**Run 1: signal wires on met1**

The bar under the picture is 20 µm long. Supply wires on this layer in gray.
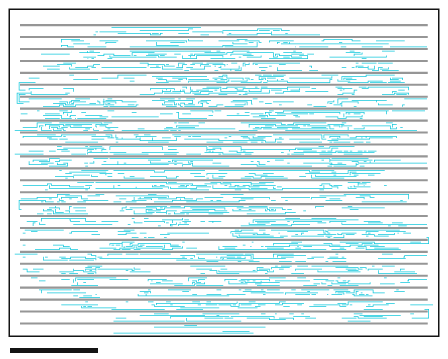
**Run 1: signal wires on met2**

Cells faint in the background.
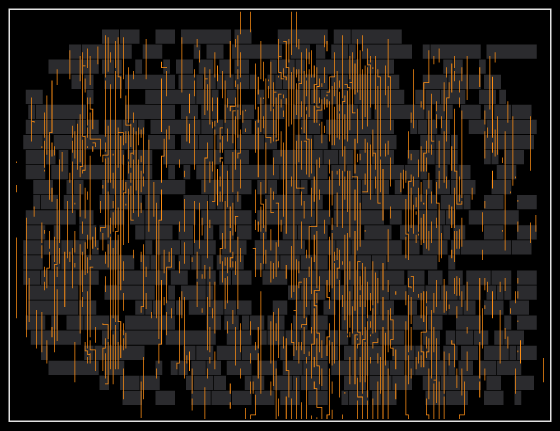
**Run 1: metal 3**

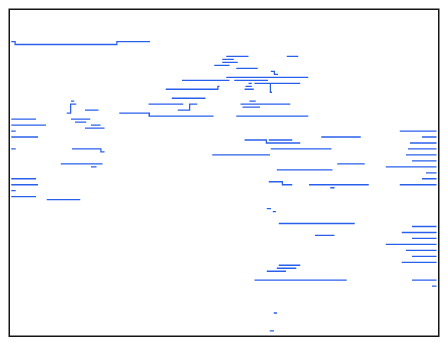
### src/rtl/lms_train_ctrl.sv
// Training sequencer for one LMS filter: clear coefficients, flush, train against reference, then track.
// Registered outputs; watches |err_in| against thresh to declare convergence or budget failure.
module lms_train_ctrl #(
  parameter int DAT_W     = 16,
  parameter int CLR_CYC   = 4,
  parameter int FLUSH_LEN = 37,
  parameter int CONV_CNT  = 64,
  parameter int MAX_TRAIN = 4096,
  parameter int CNT_W     = 16
) (
  input  logic             clk,
  input  logic             rst,
  input  logic             start,
  input  logic             abort,
  input  logic             sample_vld,
  input  logic [DAT_W-1:0] err_in,
  input  logic [DAT_W-1:0] thresh,
  output logic             lms_clr,
  output logic             is_out_ref,
  output logic [2:0]       state,
  output logic             busy,
  output logic             converged,
  output logic             train_fail,
  output logic [CNT_W-1:0] train_cnt
);

  localparam int CCW = $clog2(CLR_CYC + 1);
  localparam int FW  = $clog2(FLUSH_LEN + 1);
  localparam int GW  = $clog2(CONV_CNT + 1);
  localparam int TW  = $clog2(MAX_TRAIN + 1);

  typedef enum logic [2:0] {
    S_IDLE  = 3'd0,
    S_CLEAR = 3'd1,
    S_FLUSH = 3'd2,
    S_TRAIN = 3'd3,
    S_TRACK = 3'd4,
    S_FAIL  = 3'd5
  } state_t;

  state_t           state_q, state_nxt;
  logic [CCW-1:0]   clr_q, clr_nxt;
  logic [FW-1:0]    flush_q, flush_nxt;
  logic [GW-1:0]    good_q, good_nxt, good_inc;
  logic [TW-1:0]    trn_q, trn_nxt;
  logic [CNT_W-1:0] cnt_nxt;
  logic             conv_nxt, fail_nxt;
  logic [DAT_W-1:0] mag;

  // Two's-complement negate of the most-negative value yields 2^(DAT_W-1) as unsigned.
  assign mag      = err_in[DAT_W-1] ? (~err_in + 1'b1) : err_in;
  assign good_inc = (mag < thresh) ? good_q + 1'b1 : '0;
  assign state    = state_q;

  always_comb begin
    state_nxt = state_q;
    clr_nxt   = clr_q;
    flush_nxt = flush_q;
    good_nxt  = good_q;
    trn_nxt   = trn_q;
    cnt_nxt   = train_cnt;
    conv_nxt  = converged;
    fail_nxt  = train_fail;
    if (abort || start) begin
      state_nxt = abort ? S_IDLE : S_CLEAR;
      clr_nxt   = '0;
      flush_nxt = '0;
      good_nxt  = '0;
      trn_nxt   = '0;
      cnt_nxt   = '0;
      conv_nxt  = 1'b0;
      fail_nxt  = 1'b0;
    end else begin
      case (state_q)
        S_CLEAR: begin
          if (clr_q == CCW'(CLR_CYC - 1)) begin
            state_nxt = S_FLUSH;
            clr_nxt   = '0;
          end else begin
            clr_nxt = clr_q + 1'b1;
          end
        end
        S_FLUSH: begin
          if (sample_vld) begin
            if (flush_q == FW'(FLUSH_LEN - 1)) begin
              state_nxt = S_TRAIN;
              flush_nxt = '0;
            end else begin
              flush_nxt = flush_q + 1'b1;
            end
          end
        end
        S_TRAIN: begin
          if (sample_vld) begin
            if (train_cnt != {CNT_W{1'b1}}) cnt_nxt = train_cnt + 1'b1;
            trn_nxt  = trn_q + 1'b1;
            good_nxt = good_inc;
            // Convergence is checked first so it wins on the budget's last sample.
            if (good_inc == GW'(CONV_CNT)) begin
              state_nxt = S_TRACK;
              conv_nxt  = 1'b1;
            end else if (trn_q + 1'b1 == TW'(MAX_TRAIN)) begin
              state_nxt = S_FAIL;
              fail_nxt  = 1'b1;
            end
          end
        end
        default: state_nxt = state_q;
      endcase
    end
  end

  always_ff @(posedge clk or posedge rst) begin
    if (rst) begin
      state_q    <= S_IDLE;
      clr_q      <= '0;
      flush_q    <= '0;
      good_q     <= '0;
      trn_q      <= '0;
      train_cnt  <= '0;
      converged  <= 1'b0;
      train_fail <= 1'b0;
      lms_clr    <= 1'b0;
      is_out_ref <= 1'b0;
      busy       <= 1'b0;
    end else begin
      state_q    <= state_nxt;
      clr_q      <= clr_nxt;
      flush_q    <= flush_nxt;
      good_q     <= good_nxt;
      trn_q      <= trn_nxt;
      train_cnt  <= cnt_nxt;
      converged  <= conv_nxt;
      train_fail <= fail_nxt;
      lms_clr    <= (state_nxt == S_CLEAR);
      is_out_ref <= (state_nxt == S_FLUSH) || (state_nxt == S_TRAIN);
      busy       <= (state_nxt == S_CLEAR) || (state_nxt == S_FLUSH) || (state_nxt == S_TRAIN);
    end
  end

endmodule

### config.mk
export PLATFORM = sky130hd
export DESIGN_NAME = lms_train_ctrl
export DESIGN_NICKNAME = d
export VERILOG_FILES = /design/src/rtl/lms_train_ctrl.sv
export SDC_FILE = /design/constraint.sdc
export NUM_CORES = 1
export LEC_CHECK = 0
export CORE_ASPECT_RATIO = 0.75
export CORE_MARGIN = 2
export CORE_UTILIZATION = 53
export DETAILED_ROUTE_END_ITERATION = 7
export HOLD_SLACK_MARGIN = 0.08
export PLACE_DENSITY = 0.76
export SLEW_MARGIN = 0
export SYNTH_ARGS = -nofsm -noshare
export SYNTH_HDL_FRONTEND = slang
export SYNTH_SLANG_ARGS = --single-unit
### constraint.sdc
create_clock -name clk -period 2.2 [get_ports clk]
set_input_delay 0.33 -clock clk [delete_from_list [all_inputs] [get_ports clk]]
set_output_delay 0.33 -clock clk [all_outputs]
set_load 0.01 [all_outputs]
==> flow_summary.ini, run 1 <==
; physical design summary
[clocking]
numCtsBuffers = 5
clkSlewWorstSetupHoldPaths_ns = 0.10
clk_latency_ns = 0.31
h-tree-depth = 2
clk_path_buf_depth = 2
root_buffer = clkbuf_8

[route]
first_pass_iters = 5
drc = 0
vias = 3356
drtAntennaViolNets = 0

[status]
status = complete, but fails checks
violations = negative setup slack

[setup_path]
critPathKind = in2reg

[place]
dpl_worst_slack_ns = -2.37
gp_congestion = 0.922
dpl-instance-area_um2 = 4520
portBuffers = 60
hpwl_mm = 6.49
place_inst = 579

[final_layout]
drive_gt1_share_pct = 16.8
layout.cells.non_filler = 593
fin_util_pct = 75.0
antenna-diode-count = 0
final_cell_mix = clkdlybuf4s50_1 (56), dfrtp_1 (53), buf_4 (49)

[final_timing]
setup_slack_ns = -1.65
whs_ns = 0.306
finalSetupViolCount = 14
max_slew_margin_pct = 57.5
finalHoldViolCount = 0
max_clock_freq_mhz = 259

[global_route]
first_global_vias = 3213
grt_max_degree = 39

[logic_synthesis]
yosys_cells = 400
yosys_area_um2 = 3480
synthArstFlopShare_pct = 100
synth_area_um2 = 3480
yosysUniqueCellTypes = 47
syn_nets = 459
synthCells = 400
yosysWarnings = 0
avgSynthCellArea_um2 = 8.70

[die]
initial_core_util_pct = 55.1
core-area_um2 = 6320
fp.dieArea_um2 = 7240

[power]
switching_power_mw = 0.497
pwr-share-comb_pct = 18.4
power_leakage_nw = 2.06

[worst_hold_path]
hp-class = in2async

[run]
warnings = 30
## Picture notes: 'signal wires on met1'
The wires run mostly horizontal. The layer holds 49% of the routed length. The longest straight run is 50.1 µm. The layer carries 4450 µm of wire.

## Picture notes: 'signal wires on met2'
472 nets have wire on it. The layer carries 3960 µm of wire. The wires run mostly vertical. The layer holds 44% of the routed length.

## Picture notes: 'metal 3'
The layer carries 538 µm of wire. 71 nets have wire on it. The layer holds 5.9% of the routed length. The wires run mostly horizontal.

==> run 1: registers in the layout, indices dropped and copies added, names as in the netlist <==
register,cells
state,3
lms_clr,1
flush_q,6
busy,1
clr_q,3
good_q,7
converged,1
train_fail,1
trn_q,13
train_cnt,16
is_out_ref,1
==> run 1: worst max-delay path: stages <==
cell and delay, ns:
buf_6 0.09, or4_4 0.52, or4_4 0.43, or2_4 0.25
or4_4 0.44, o21ai_2 0.16, xnor2_1 0.09, ha_1 0.31
nand4_1 0.12, or4_1 0.43, o32a_1 0.32, nand4_1 0.16
buf_4 0.16, a21o_1 0.12, and3_1 0.15
==> run 1: cell usage after synthesis (2+ instances only) <==
cell	n	area [µm²]
mux2i_1	3	30.0
nand3b_1	3	22.5
or4_1	4	30.0
xnor2_1	32	280
inv_1	27	101
o21ai_0	19	95.1
nand2_1	34	128
a31oi_1	4	25.0
or3_1	6	37.5
nor2_1	44	165
nand4_1	10	62.6
ha_1	22	275
and3_1	10	62.6
a21oi_1	18	90.1
dfrtp_1	53	1330
and4_1	2	17.5
o211ai_1	2	15.0
nor3b_1	5	37.5
clkbuf_1	9	33.8
o31ai_1	4	30.0
or4_4	2	22.5
nand3_1	19	95.1
nor3_1	13	65.1
a21o_1	6	45.0
o41ai_1	4	35.0
nor4_1	6	37.5
nand2b_1	8	50.1
o21a_1	3	22.5
xor2_1	10	87.6
==> run 1: path summary, 6_finish.rpt <==
| kind | slack (ns) | endpoint | start | cells after the start |
|---|---|---|---|---|
| worst max-delay path | -1.65 | busy | err_in[4] | 15 |
| worst min-delay path | 0.31 | train_cnt[12] | rst | 2 |
| worst max register to register | 0.04 | train_fail | trn_q[2] | 7 |
| worst min register to register | 0.49 | converged | converged | 1 |
| max in group asynchronous | 1.36 | lms_clr | rst | 3 |
| min in group clk | 0.49 | converged | converged | 1 |
==> run 1: cell families (layout without fill, tap and decap cells) <==
group | Yosys count | after routing | share of synthesized area [%]
buffers and inverters | 36 | 148 | 3.88
AND/OR/NAND/NOR | 174 | 174 | 25.7
flip-flops | 53 | 53 | 38.1
XOR/XNOR | 42 | 42 | 10.6
multiplexers | 4 | 4 | 1.19
adder cells (fa/ha/maj) | 22 | 22 | 7.91
AND-OR/OR-AND | 69 | 69 | 12.6
==> run 1: layout make-up <==
cell class	count	area, µm²	share of cell area [%]
Multi-Input combinational cell	311	2090	44.2
Sequential cell	53	1330	28.0
Timing Repair Buffer	113	1020	21.5
Inverter	27	101	2.14
Tap cell	81	101	2.14
Clock buffer	6	82.6	1.74
Clock inverter	2	13.8	0.290
==> run 1: repair_timing <==
action,4_1_cts,5_1_grt
pin swaps,18,13
setup endpoints to repair,14,14
resized,23,13
setup buffers,5,2
==> run 1: routing by layer <==
layer	GRT usage, %	part of all wire, %
met3	5.08	5.9
met2	40.1	44
met5	0	0
met1	37.4	49
met4	5.56	1.1
==> run 1: power by group through the flow <==
stage / Combinational (mW) / Clock, mW / Sequential (mW)
finish: 0.353 / 0.583 / 0.981
global route: 0.390 / 0.647 / 0.981
CTS: 0.341 / 0.591 / 0.981
detailed placement: 0.334 / 0 / 1.00
global placement: 0.329 / 0 / 1.00
floorplan: 0.153 / 0 / 1.00
==> inputs of run 2 (changes only) <==
--- a/config.mk
+++ b/config.mk
@@ -5,6 +5,7 @@
 export SDC_FILE = /design/constraint.sdc
 export NUM_CORES = 1
 export LEC_CHECK = 0
+export CAP_MARGIN = 5
 export CORE_ASPECT_RATIO = 0.75
 export CORE_MARGIN = 2
 export CORE_UTILIZATION = 53
**Run 2: signal wires on met1**

The bar under the picture is 20 µm long. Supply wires on this layer in gray.
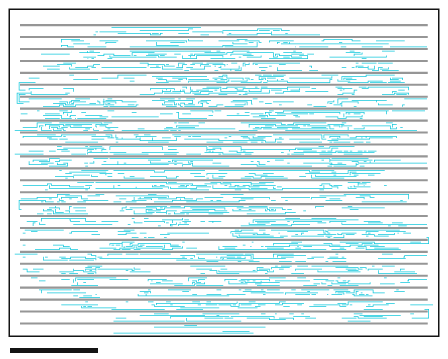
The layer carries 4450 µm of wire. 520 nets have wire on it. The longest straight run is 50.1 µm. The layer holds 49% of the routed length.

**Run 2: metal 3**

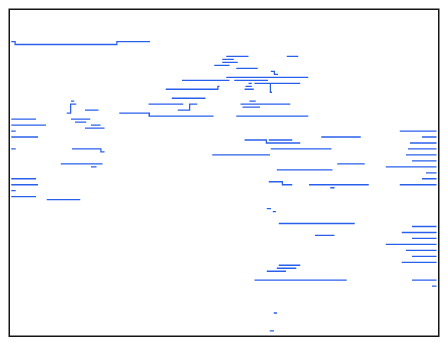
The layer carries 538 µm of wire. The layer holds 5.9% of the routed length. The longest straight run is 23.2 µm. 71 nets have wire on it. The wires run mostly horizontal.

==> run 2 against run 1 <==
Compared with the run above: via count unchanged; the run still ends with negative setup slack left; fmax unchanged; largest cell class unchanged; synthesized cell count unchanged; register-to-register slack about the same; sequential cell count unchanged; final area unchanged; first-iteration DRC count unchanged; total power unchanged; non-clock buffer count unchanged.
==> flow_summary.ini, run 2 <==
; physical design summary
[clocking]
clkSlewWorstSetupHoldPaths_ns = 0.10
numCtsBuffers = 5
clk_path_buf_depth = 2

[final_timing]
finalSetupViolCount = 14
setup_slack_ns = -1.65
finalHoldViolCount = 0

[setup_path]
critPathKind = in2reg
cpPeakStageDelay_ns = 0.52

[status]
status = complete, but fails checks
violations = negative setup slack

[logic_synthesis]
synthCells = 400
yosys_area_um2 = 3480
yosys_cells = 400
ys_top_cells_by_count = dfrtp_1 (53), nor2_1 (44), nand2_1 (34)
top_area_cell = dfrtp_1
topCellsByArea = dfrtp_1 (38%), xnor2_1 (8.1%), ha_1 (7.9%), nor2_1 (4.7%), nand2_1 (3.7%)
synthArstFlopShare_pct = 100
yosysUniqueCellTypes = 47

[power]
power_leakage_nw = 2.06

[final_layout]
layout.cells.non_filler = 593
final_cell_mix = clkdlybuf4s50_1 (56), dfrtp_1 (53), buf_4 (49)

[place]
portBuffers = 60

[route]
drc = 0

[die]
fp.dieArea_um2 = 7240
[run 2: cell counts in the layout (fill, tap and decap cells not counted)]
Identical to the previous run, type by type.
[run 2: path summary, 6_finish.rpt]
check / from / to / cells past startpoint / slack [ns]
min in group clk: converged / converged / 1 / 0.49
setup reg to reg: trn_q[2] / train_fail / 7 / 0.04
setup / recovery: err_in[4] / busy / 15 / -1.65
max in group asynchronous: rst / lms_clr / 3 / 1.36
hold / removal: rst / train_cnt[12] / 2 / 0.31
hold reg to reg: converged / converged / 1 / 0.49
[run 2: per-stage QoR]
step	instance area (µm²)	utilization [%]	worst slack [ns]	hold slack, ns
floorplan	3480	-	-1.71	0.393
global placement	4520	71.5	-2.20	0.473
detailed placement	4520	71.5	-2.37	0.483
CTS	4660	73.8	-1.80	0.311
global route	4740	75.0	-1.76	0.333
finish	4740	75.0	-1.65	0.306
[run 2: logic make-up (layout without fill, tap and decap cells)]
family	Yosys count	in the layout	share of synthesized area, %
flops	53	53	38.1
compound gates	69	69	12.6
mux	4	4	1.19
buf+inv	36	148	3.88
simple gates	174	174	25.7
fa+ha+maj	22	22	7.91
xor+xnor	42	42	10.6
[run 2: cell type report]
class / count / area (µm²)
multi-input combinational: 311 / 2090
fill: 462 / 1580
sequential: 53 / 1330
timing repair buffer: 113 / 1020
inverter: 27 / 101
tap: 81 / 101
clock buffer: 6 / 82.6
clock inverter: 2 / 13.8
[run 2: metal layers]
| metal | part of all wire [%] | global-route usage (%) |
|---|---|---|
| met3 | 5.9 | 5.08 |
| met2 | 44 | 40.1 |
| met1 | 49 | 37.4 |
| met4 | 1.1 | 5.56 |
| met5 | 0 | 0 |
[run 2: report_power, final]
| group | switching (mW) | total (mW) | internal (mW) |
|---|---|---|---|
| Combinational | 0.167 | 0.353 | 0.186 |
| Sequential | 0.00255 | 0.981 | 0.978 |
| Clock | 0.327 | 0.583 | 0.256 |
[run 2: timing repair]
item	4_1_cts	5_1_grt
pin swaps	18	13
setup endpoints to repair	14	14
buffers inserted	5	2
gates resized	23	13
==> inputs of run 3 (changes only) <==
--- a/config.mk
+++ b/config.mk
@@ -12,6 +12,7 @@
 export DETAILED_ROUTE_END_ITERATION = 7
 export HOLD_SLACK_MARGIN = 0.08
 export PLACE_DENSITY = 0.76
+export RECOVER_POWER = 100
 export SLEW_MARGIN = 0
 export SYNTH_ARGS = -nofsm -noshare
 export SYNTH_HDL_FRONTEND = slang
**Run 3: track usage over the die**

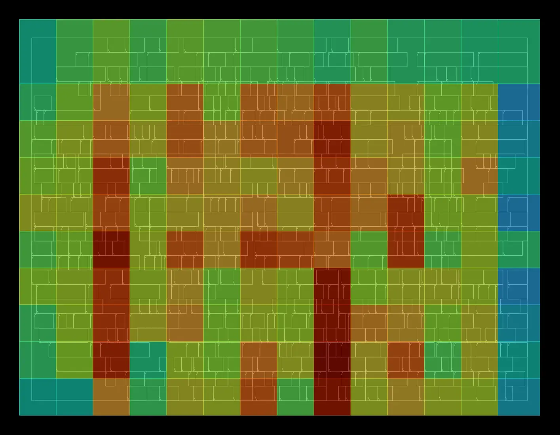
fin util: 74.6%
met1 usage: 37.4%
routed len/inst: 15.3 µm

**Run 3: metal 3**

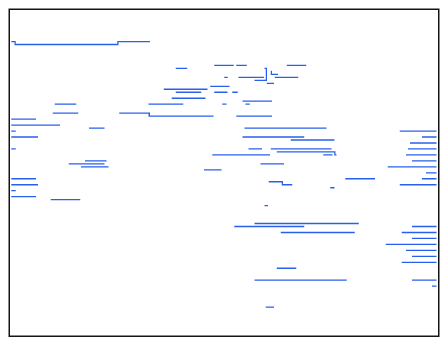
The longest straight run is 23.5 µm. The layer holds 5.8% of the routed length. The layer carries 524 µm of wire. 67 nets have wire on it. The wires run mostly horizontal.

==> run 3 against run 2 <==
Compared with the run above: the flow still finishes with violations (negative setup slack); combinational power decreased by 3%; via count hardly changed; final area fell by 0.58%; critical path depth unchanged; clock skew down 0.0035 ns; global-route usage unchanged; die size stayed put; register-to-register slack hardly changed; synthesized cell count stayed put; sequential cell count stayed put; non-clock buffer count unchanged; utilization down 0.44 points; largest cell class unchanged.
==> flow_summary.ini, run 3 <==
; physical design summary
[clocking]
clk_path_buf_depth = 2
clk_latency_ns = 0.30
numCtsBuffers = 5
root_buffer = clkbuf_8

[final_layout]
drive_gt1_share_pct = 16.2
antenna-diode-count = 0
final_cell_mix = dfrtp_1 (53), buf_4 (45), nor2_1 (42)
nFillCells = 468
reg_top3 = train_cnt (16), trn_q (13), good_q (7)

[route]
drtAntennaViolNets = 0
drc = 0
first_pass_iters = 5
vias = 3355

[logic_synthesis]
topCellsByArea = dfrtp_1 (38%), xnor2_1 (8.1%), ha_1 (7.9%), nor2_1 (4.7%), nand2_1 (3.7%)
yosys_cells = 400
synthArstFlopShare_pct = 100
avgSynthCellArea_um2 = 8.70
synthDominantCellAreaShare_pct = 38.1
yosys_area_um2 = 3480
syn_nets = 459

[setup_path]
timing.rr.start = trn_q[2]
r2r-end = train_fail

[worst_hold_path]
hold_depth = 1
hold_start = converged
hp-class = reg2reg

[status]
status = complete, but fails checks
violations = negative setup slack

[die]
fp.dieArea_um2 = 7240
initial_core_util_pct = 55.1
core-area_um2 = 6320

[run]
warnings = 30

[place]
hpwl_mm = 6.49
gp_congestion = 0.922
portBuffers = 60

[power]
power_leakage_nw = 2.12

[final_timing]
setup_slack_ns = -1.66
whs_ns = 0.490
finalSetupViolCount = 22

[global_route]
grt_max_degree = 39
run 3: cell counts after synthesis:
No cell type changed its count.
run 3: kinds of logic after synthesis:
kind of cell	share of synthesized area [%]
AND/OR/NAND/NOR	25.7
AND-OR/OR-AND	12.6
flip-flops	38.1
XOR/XNOR	10.6
buffers and inverters	3.88
adder cells (fa/ha/maj)	7.91
multiplexers	1.19
run 3: worst max-delay path: cells and delay by family:
family | cells | cell delay [ns]
buf+inv | 2 | 0.25
simple gates | 8 | 2.52
compound gates | 3 | 0.60
fa+ha+maj | 1 | 0.31
xor+xnor | 1 | 0.09
run 3: cell type report:
cell class | instances | area, µm² | share of cell area [%]
clock buffers | 6 | 82.6 | 1.75
clock inverters | 2 | 13.8 | 0.292
inverters | 27 | 101 | 2.15
multi-input cells | 311 | 2090 | 44.5
flip-flops and latches | 53 | 1330 | 28.1
well taps | 81 | 101 | 2.15
repair buffers | 113 | 992 | 21.1
run 3: what timing repair did:
item	in CTS	in global routing
setup buffers	5	2
setup endpoints to repair	14	14
pin swaps	18	13
hold buffers	0	0
gates resized	23	13
run 3: metrics by stage:
| stage | instances | setup WS, ns |
|---|---|---|
| 3_3_place_gp | 579 | -2.20 |
| 2_1_floorplan | 400 | -1.71 |
| 3_5_place_dp | 579 | -2.37 |
| 6_report | 593 | -1.66 |
| 5_1_grt | 593 | -1.76 |
| 4_1_cts | 591 | -1.80 |
run 3: power breakdown:
group	internal [mW]	leakage (nW)	switching, mW
registers	0.978	0.736	0.00247
logic	0.178	1.34	0.166
clock network	0.256	0.0512	0.326
total	1.41	2.12	0.495
run 3: worst max path at each step:
stage | slack, ns | cells past startpoint | to | from
3_5_place_dp | -2.37 | 14 | is_out_ref | err_in[5]
4_1_cts | -1.80 | 15 | busy | err_in[5]
6_report | -1.66 | 15 | busy | err_in[4]
3_3_place_gp | -2.20 | 14 | is_out_ref | err_in[5]
5_1_grt | -1.76 | 15 | busy | err_in[4]
2_1_floorplan | -1.71 | 13 | good_q[3] | err_in[5]
run 3: per-layer routing:
layer / track usage, % / vias up / wire length (µm)
met5: 0 / - / 0
met2: 40.1 / 124 / 4040
met1: 37.4 / 1585 / 4430
met3: 5.08 / 10 / 523
met4: 5.56 / 0 / 61
li1: - / 1636 / -
Power is estimated from default activity; no workload was simulated.
